--- config.mk ---
export PLATFORM = sky130hd
export DESIGN_NAME = vga_sync_gen
export DESIGN_NICKNAME = d
export VERILOG_FILES = /design/src/rtl/vga_timing_pkg.sv /design/src/rtl/vga_axis_counter.sv /design/src/rtl/vga_sync_gen.sv
export SDC_FILE = /design/constraint.sdc
export NUM_CORES = 1
export LEC_CHECK = 0
export CAP_MARGIN = 20
export CELL_PAD_IN_SITES_DETAIL_PLACEMENT = 1
export CELL_PAD_IN_SITES_GLOBAL_PLACEMENT = 1
export CORE_MARGIN = 2
export CORE_UTILIZATION = 42
export DETAILED_ROUTE_END_ITERATION = 16
export GPL_TIMING_DRIVEN = 0
export PLACE_DENSITY = 0.82
export RECOVER_POWER = 50
export SYNTH_ARGS = -nofsm -noshare
export SYNTH_HDL_FRONTEND = slang
export SYNTH_SLANG_ARGS = --single-unit
--- constraint.sdc ---
create_clock -name main_clock -period 2.7 [get_ports main_clock]
set_clock_uncertainty 0.1 [all_clocks]
set_input_delay 0.405 -clock main_clock [delete_from_list [all_inputs] [get_ports main_clock]]
set_output_delay 0.405 -clock main_clock [all_outputs]
set_load 0.03 [all_outputs]
--- src/rtl/vga_timing_pkg.sv ---
// vga_timing_pkg
//   Shared timing constants (640x480 @ 60 Hz defaults), the counter width,
//   and the per-axis phase enumeration used by vga_axis_counter and
//   vga_sync_gen.
package vga_timing_pkg;

  localparam int unsigned CNT_W   = 10;
  localparam int unsigned CNT_MAX = 1024;

  localparam int unsigned H_VISIBLE_DEF = 640;
  localparam int unsigned H_FRONT_DEF   = 16;
  localparam int unsigned H_SYNC_DEF    = 96;
  localparam int unsigned H_BACK_DEF    = 48;

  localparam int unsigned V_VISIBLE_DEF = 480;
  localparam int unsigned V_FRONT_DEF   = 10;
  localparam int unsigned V_SYNC_DEF    = 2;
  localparam int unsigned V_BACK_DEF    = 33;

  typedef enum logic [1:0] {
    ACTIVE = 2'd0,
    FRONT  = 2'd1,
    SYNC   = 2'd2,
    BACK   = 2'd3
  } phase_e;

  // Phase that follows ph once ph's length is exhausted.
  function automatic phase_e next_phase(input phase_e ph);
    case (ph)
      ACTIVE:  next_phase = FRONT;
      FRONT:   next_phase = SYNC;
      SYNC:    next_phase = BACK;
      BACK:    next_phase = ACTIVE;
      default: next_phase = ACTIVE;
    endcase
  endfunction

endpackage

--- src/rtl/vga_axis_counter.sv ---
// vga_axis_counter
//   One timing axis: a position counter plus a phase FSM
//   ACTIVE -> FRONT -> SYNC -> BACK -> ACTIVE. Both step only when
//   advance_i is high. count_o/phase_o describe the current position;
//   wrap_o is high in the advance cycle that moves the last position back
//   to 0.
// Ports
//   clk_i        : clock, rising edge
//   reset_i      : synchronous active-high reset (count 0, phase ACTIVE)
//   advance_i    : step to the next position this cycle
//   len_*_i      : phase lengths, each at least 1
//   count_o      : current position
//   phase_o      : phase of current position
//   wrap_o       : advancing out of the last position this cycle
module vga_axis_counter
  import vga_timing_pkg::*;
(
  input  logic             clk_i,
  input  logic             reset_i,
  input  logic             advance_i,
  input  logic [CNT_W-1:0] len_visible_i,
  input  logic [CNT_W-1:0] len_front_i,
  input  logic [CNT_W-1:0] len_sync_i,
  input  logic [CNT_W-1:0] len_back_i,
  output logic [CNT_W-1:0] count_o,
  output phase_e           phase_o,
  output logic             wrap_o
);

  logic [CNT_W-1:0] count_q, count_d;
  phase_e           phase_q, phase_d;
  logic [CNT_W-1:0] phase_last_s;
  logic             phase_end_s;
  logic             axis_last_s;

  // Last position belonging to the current phase (cumulative boundary).
  // A total of exactly 1024 wraps to 0 and the -1 yields 1023 as required.
  always_comb begin
    phase_last_s = len_visible_i - 10'd1;
    case (phase_q)
      ACTIVE:  phase_last_s = len_visible_i - 10'd1;
      FRONT:   phase_last_s = len_visible_i + len_front_i - 10'd1;
      SYNC:    phase_last_s = len_visible_i + len_front_i + len_sync_i - 10'd1;
      BACK:    phase_last_s = len_visible_i + len_front_i + len_sync_i + len_back_i - 10'd1;
      default: phase_last_s = len_visible_i - 10'd1;
    endcase
  end

  assign phase_end_s = (count_q == phase_last_s);
  assign axis_last_s = phase_end_s && (phase_q == BACK);

  // Next position and phase; nothing moves without advance.
  always_comb begin
    count_d = count_q;
    phase_d = phase_q;
    if (advance_i) begin
      if (phase_end_s) begin
        phase_d = next_phase(phase_q);
      end else begin
        phase_d = phase_q;
      end
      if (axis_last_s) begin
        count_d = 10'd0;
      end else begin
        count_d = count_q + 10'd1;
      end
    end else begin
      count_d = count_q;
      phase_d = phase_q;
    end
  end

  // Position and phase state.
  always_ff @(posedge clk_i) begin
    if (reset_i) begin
      count_q <= 10'd0;
      phase_q <= ACTIVE;
    end else begin
      count_q <= count_d;
      phase_q <= phase_d;
    end
  end

  assign count_o = count_q;
  assign phase_o = phase_q;
  assign wrap_o  = advance_i && axis_last_s;

endmodule

--- src/rtl/vga_sync_gen.sv ---
// vga_sync_gen
//   VGA timing generator. In every pix_en cycle it registers the outputs for
//   the current (hcount, vcount) and advances the counters on the same edge,
//   so outputs are valid from the cycle after pix_en and held until the
//   next pix_en. Pulses last one main_clock cycle.
// Ports
//   main_clock  : 50 MHz clock, rising edge
//   reset       : synchronous active-high reset
//   pix_en      : single-cycle pixel enable
//   hsync/vsync : sync outputs, active low
//   video_on    : current pixel is visible
//   pixel_x/y   : visible pixel coordinates, 0 outside the visible area
//   line_start  : pulse when emitting hcount 0
//   frame_start : pulse when emitting (0,0)
module vga_sync_gen
  import vga_timing_pkg::*;
#(
  parameter int unsigned H_VISIBLE = H_VISIBLE_DEF,
  parameter int unsigned H_FRONT   = H_FRONT_DEF,
  parameter int unsigned H_SYNC    = H_SYNC_DEF,
  parameter int unsigned H_BACK    = H_BACK_DEF,
  parameter int unsigned V_VISIBLE = V_VISIBLE_DEF,
  parameter int unsigned V_FRONT   = V_FRONT_DEF,
  parameter int unsigned V_SYNC    = V_SYNC_DEF,
  parameter int unsigned V_BACK    = V_BACK_DEF
)(
  input  logic             main_clock,
  input  logic             reset,
  input  logic             pix_en,
  output logic             hsync,
  output logic             vsync,
  output logic             video_on,
  output logic [CNT_W-1:0] pixel_x,
  output logic [CNT_W-1:0] pixel_y,
  output logic             line_start,
  output logic             frame_start
);

  localparam int unsigned H_TOTAL = H_VISIBLE + H_FRONT + H_SYNC + H_BACK;
  localparam int unsigned V_TOTAL = V_VISIBLE + V_FRONT + V_SYNC + V_BACK;

  // Totals must fit the 10-bit counters; every phase needs at least one step.
  if (H_TOTAL > CNT_MAX || V_TOTAL > CNT_MAX) begin : g_bad_total
    $error("vga_sync_gen: timing totals exceed the 10-bit counter range");
  end
  if (H_VISIBLE == 0 || H_FRONT == 0 || H_SYNC == 0 || H_BACK == 0 ||
      V_VISIBLE == 0 || V_FRONT == 0 || V_SYNC == 0 || V_BACK == 0) begin : g_bad_phase
    $error("vga_sync_gen: every timing phase must be at least 1 long");
  end

  logic [CNT_W-1:0] h_count_s, v_count_s;
  phase_e           h_phase_s, v_phase_s;
  logic             h_wrap_s, v_wrap_s, v_adv_s, visible_s;

  assign v_adv_s = pix_en && h_wrap_s;

  vga_axis_counter u_h_axis (
    .clk_i         (main_clock),
    .reset_i       (reset),
    .advance_i     (pix_en),
    .len_visible_i (CNT_W'(H_VISIBLE)),
    .len_front_i   (CNT_W'(H_FRONT)),
    .len_sync_i    (CNT_W'(H_SYNC)),
    .len_back_i    (CNT_W'(H_BACK)),
    .count_o       (h_count_s),
    .phase_o       (h_phase_s),
    .wrap_o        (h_wrap_s)
  );

  vga_axis_counter u_v_axis (
    .clk_i         (main_clock),
    .reset_i       (reset),
    .advance_i     (v_adv_s),
    .len_visible_i (CNT_W'(V_VISIBLE)),
    .len_front_i   (CNT_W'(V_FRONT)),
    .len_sync_i    (CNT_W'(V_SYNC)),
    .len_back_i    (CNT_W'(V_BACK)),
    .count_o       (v_count_s),
    .phase_o       (v_phase_s),
    .wrap_o        (v_wrap_s)
  );

  assign visible_s = (h_phase_s == ACTIVE) && (v_phase_s == ACTIVE);

  logic             hsync_q, hsync_d, vsync_q, vsync_d, video_on_q, video_on_d;
  logic [CNT_W-1:0] pixel_x_q, pixel_x_d, pixel_y_q, pixel_y_d;
  logic             line_start_q, line_start_d, frame_start_q, frame_start_d;
  // Origin flags: the next emitted position starts a line / a frame. They are
  // set by reset and by the axis wraps, so pulses follow the counters exactly.
  logic             line_origin_q, line_origin_d, frame_origin_q, frame_origin_d;

  // Emit outputs for the current position on pix_en; otherwise hold levels
  // and drop the pulses.
  always_comb begin
    hsync_d        = hsync_q;
    vsync_d        = vsync_q;
    video_on_d     = video_on_q;
    pixel_x_d      = pixel_x_q;
    pixel_y_d      = pixel_y_q;
    line_origin_d  = line_origin_q;
    frame_origin_d = frame_origin_q;
    line_start_d   = 1'b0;
    frame_start_d  = 1'b0;
    if (pix_en) begin
      hsync_d    = (h_phase_s != SYNC);
      vsync_d    = (v_phase_s != SYNC);
      video_on_d = visible_s;
      if (visible_s) begin
        pixel_x_d = h_count_s;
        pixel_y_d = v_count_s;
      end else begin
        pixel_x_d = 10'd0;
        pixel_y_d = 10'd0;
      end
      line_start_d   = line_origin_q;
      frame_start_d  = frame_origin_q;
      line_origin_d  = h_wrap_s;
      frame_origin_d = v_wrap_s;
    end else begin
      line_start_d  = 1'b0;
      frame_start_d = 1'b0;
    end
  end

  // Output and origin-flag registers; reset beats a simultaneous pix_en.
  always_ff @(posedge main_clock) begin
    if (reset) begin
      hsync_q        <= 1'b1;
      vsync_q        <= 1'b1;
      video_on_q     <= 1'b0;
      pixel_x_q      <= 10'd0;
      pixel_y_q      <= 10'd0;
      line_start_q   <= 1'b0;
      frame_start_q  <= 1'b0;
      line_origin_q  <= 1'b1;
      frame_origin_q <= 1'b1;
    end else begin
      hsync_q        <= hsync_d;
      vsync_q        <= vsync_d;
      video_on_q     <= video_on_d;
      pixel_x_q      <= pixel_x_d;
      pixel_y_q      <= pixel_y_d;
      line_start_q   <= line_start_d;
      frame_start_q  <= frame_start_d;
      line_origin_q  <= line_origin_d;
      frame_origin_q <= frame_origin_d;
    end
  end

  assign hsync       = hsync_q;
  assign vsync       = vsync_q;
  assign video_on    = video_on_q;
  assign pixel_x     = pixel_x_q;
  assign pixel_y     = pixel_y_q;
  assign line_start  = line_start_q;
  assign frame_start = frame_start_q;

endmodule

==> commit_impl_results.txt <==
Add synthesis and place-and-route results

- Run status: finished, final reports clean
- The launch point of the worst min-delay path is recorded as pix_en.
- Share of layout cells above drive strength 1: 7.69%
* NetSw: 0.326 mW
* FF+latch count: 51
* Inverter tally of the final layout excluding the clock network: 8
- Compound-cell area share of the yosys netlist: 19.6%
* Via count of the first global-routing pass: 2,023
- Chip height: 78.6 um
- For reference, the post-synthesis area per instance comes to 9.30 sq um.
* Fmax achieved: 407 MHz
- Initial antenna violation count: 0
* Yosys chip area: 2330 sq um
- Antenna Diode Count: 0
- OpenSTA lists the critical path startpoint as u_h_axis.phase_o[0].
* Leakage component of the power: 1.14 nW
* Post-CTS sizing: 0
- Power Total: 1.30 mW
- At the worst endpoint, the required time is 2.81 ns.
- For this run, the register share of the synthesized area comes to 43.7%.
- Type of element launching the critical path: flip-flop
* TritonCTS clock tree: yes
- Internal portion of total power: 0.976 mW
- For this run, asynchronously set or reset flops after synthesis account for 0%.
- Final hold violations: 0
- Class of the most critical hold timing path: in -> reg
- The critical path maximum fanout is 10.
- Number of sinks handled by clock tree synthesis: 51
* Main area contributors: sky130_fd_sc_hd__dfxtp_1, sky130_fd_sc_hd__a22oi_1, sky130_fd_sc_hd__ha_1, sky130_fd_sc_hd__nor2_1, sky130_fd_sc_hd__xor2_1
- Dominant Register Cell: sky130_fd_sc_hd__dfxtp_1
* Storage element area: 1020 sq um
* Buffer count from post-CTS setup fixing: 0
* Most frequent cells after synthesis: sky130_fd_sc_hd__dfxtp_1, sky130_fd_sc_hd__nor2_1, sky130_fd_sc_hd__a22oi_1
- Final std cells w/o fill: 358
- For this run, the detailed router's first-pass iteration total came to 4.
* Critical path's slowest cell: sky130_fd_sc_hd__or3b_1
- Per the detail_route report, DRC violations left total 0.
- Clock-cell share of area: 3.19%
- Most area-hungry cell class in the final design: combinational gates
* Sequential fraction of design power: 59.4%
- Worst reg2reg setup slack: 0.24 ns
- Among the non-sequential cells, simple AND/OR/NAND/NOR gates take the most area.
- CTS Buf Count: 5
- According to the I/O placement log, the pin count is 28.
* Final hold slack: 0.371 ns
* Non-clock buffer area fraction after layout: 11.8%
- Setup Total Neg Slack: 0 ns
- The final timing report gives a worst setup slack of 0.242 ns.
* Minimum clock period: 2.46 ns
- Post-synth tally of flip-flops with integrated enable: 0
- Clk pwr share: 33.9%
- Along the critical path, the tally of buffer and inverter instances is 2.
- Relative slew slack: 60.9%
* Worst setup timing slack at the placement stage: 0.140 ns
- The capture point of the worst register-to-register path is recorded as u_v_axis.count_o[9].
- Per STA, the worst path is made up of inv_1 -> ha_1 -> or3b_1 -> a211oi_4 -> a41o_4 -> buf_12 -> o22ai_1 -> a21o_1.
* Synth Warn #: 0
- Most instantiated logic cells after routing: sky130_fd_sc_hd__dfxtp_1, sky130_fd_sc_hd__nor2_1, sky130_fd_sc_hd__dlygate4sd3_1, sky130_fd_sc_hd__a22oi_1, sky130_fd_sc_hd__nand2_1
- P per Cell Area: 468 nW/um^2
* Area inside the core boundary: 5440 sq um
- In the finished layout, the clock tree contains a buffer count of 5.
- Global routing consumed, over all layers together, 19.5% of the routing resources.
- Summing all multi-input logic gate instances after layout gives 1220 sq um.
* Largest stage delay, worst path: 0.41 ns
* Maximum buffer depth of the clock tree: 2
- The post-CTS hold buffer count recorded in the log is 0.
- STA shows the worst reg2reg path with a cell count of 8.
* Setup repair after global routing missed its margin: false
- Cell type contributing the most total cell area after synthesis: sky130_fd_sc_hd__dfxtp_1
- Cell Rows: 27
* Nonclk buf count: 37
* Total die size: 6170 sq um
- In the post-synthesis netlist, the cell with the most instances is sky130_fd_sc_hd__dfxtp_1.
* Post-DR vias/cell: 5.52
- Final Max-Slew Violation Tally: 0
* Net count of the finished layout: 299
* Post-synthesis instance area: 2330 sq um
- Count of inserted tapcells: 72
- The cell count after synthesis came out at 251.
- Per the finish-stage timing summary, setup violations number 0.
- Max-area cell share: 43.7%
* H-tree levels: 2
- Tally of nets with antenna violations remaining after routing: 0
* Insertion delay to the later sink of the worst-skew pair: 0.31 ns
* Post-detailed-placement cell area: 2690 sq um
- Share of cell area taken by multi-input logic gates: 43.9%
* Max_cap viols: 0
* Gate family responsible for the most delay along the worst path: AND-OR/OR-AND gates
- Worst-margin pin slew: 0.587 ns
- Relative to the synthesized area, the layout overhead comes to 19.1%.
* Maximum number of pins on one net before global-route repair: 17
- Finished Cell Area: 2780 sq um
- CP Capture Type: flip-flop
* Cell depth of the worst setup path: 8
- The capture point of the critical path was reported as u_v_axis.count_o[9].
* Highest ir drop seen on vdd: 175 uV
* Area fraction in full adders, half adders and majority gates: 5.89%
* Share of the final layout cell area in sequential cells: 36.7%
- Path type of the worst setup path: reg -> reg
* Yosys cell types: 45
* Filler cell count in the final layout: 637
- Hold Path Cell Cnt: 4
* Clock slew at reported path FFs: 0.10 ns
- Before placement the cells fill 42.9% of the core.
- Switching fraction of total power: 25.0%
- Summing the areas of all xor and xnor instances in the mapped netlist gives 3.75% of the synthesized area.
power groups by stage:
stage               clock network (mW)  logic, mW  registers, mW
finish                           0.441     0.0872          0.773
global placement                     0     0.0856          0.791
detailed placement                   0     0.0880          0.791
CTS                              0.454     0.0889          0.774
global route                     0.485     0.0952          0.776
floorplan                            0     0.0503          0.798
state kept, by name, summed over array words and instances (netlist names):
name / flops
line_start: 1
frame_origin_q: 1
hsync: 1
video_on: 1
pixel_y: 10
vsync: 1
pixel_x: 10
u_v_axis.phase_o: 2
u_h_axis.phase_o: 2
frame_start: 1
u_h_axis.count_o: 10
u_v_axis.count_o: 10
line_origin_q: 1
per-layer routing:
layer	GRT usage (%)	vias to the layer above	part of all wire (%)
li1	-	976	-
met3	3.22	6	3.1
met1	26.3	957	49
met2	32.3	38	47
met4	5.09	0	1.0
met5	0	-	0
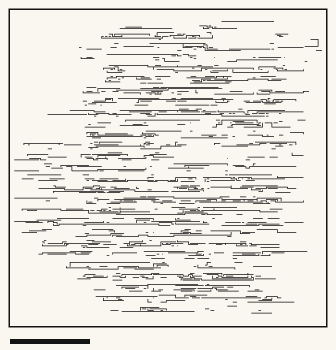
(M1 wires)
Bar = 20 um.
share of all routed wire = 49%
wire length on this layer = 2,730 um
main direction = horizontal
Vias: 1,977
routed wire length: 5630 um
met1 routing resource usage after global routing: 26.3%

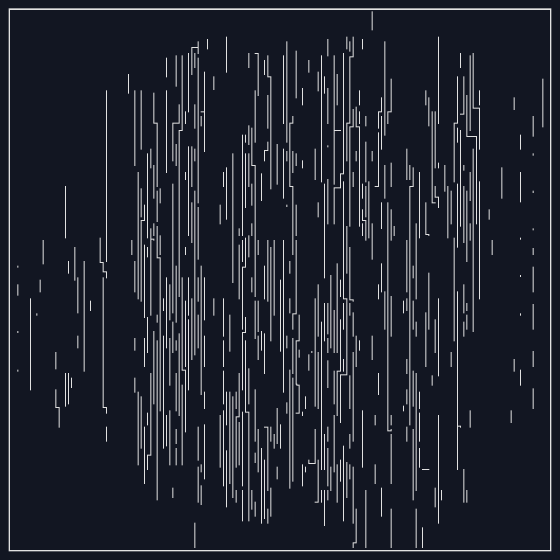
(met2 routing)
main direction = vertical
share of all routed wire = 47%
nets with wire on the layer = 266
met2 track utilization from global routing: 32.3%

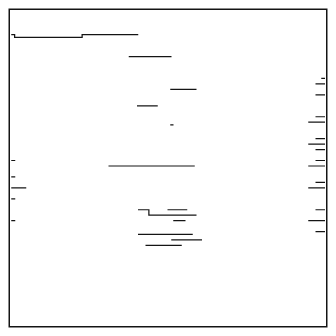
(the metal 3 layer)
longest straight run = 21.2 um
nets with wire on the layer = 28
share of all routed wire = 3.1%
main direction = horizontal
wire length on this layer = 172 um
met3 demand-to-capacity share in global routing: 3.22%

Power is estimated from default activity; no workload was simulated.
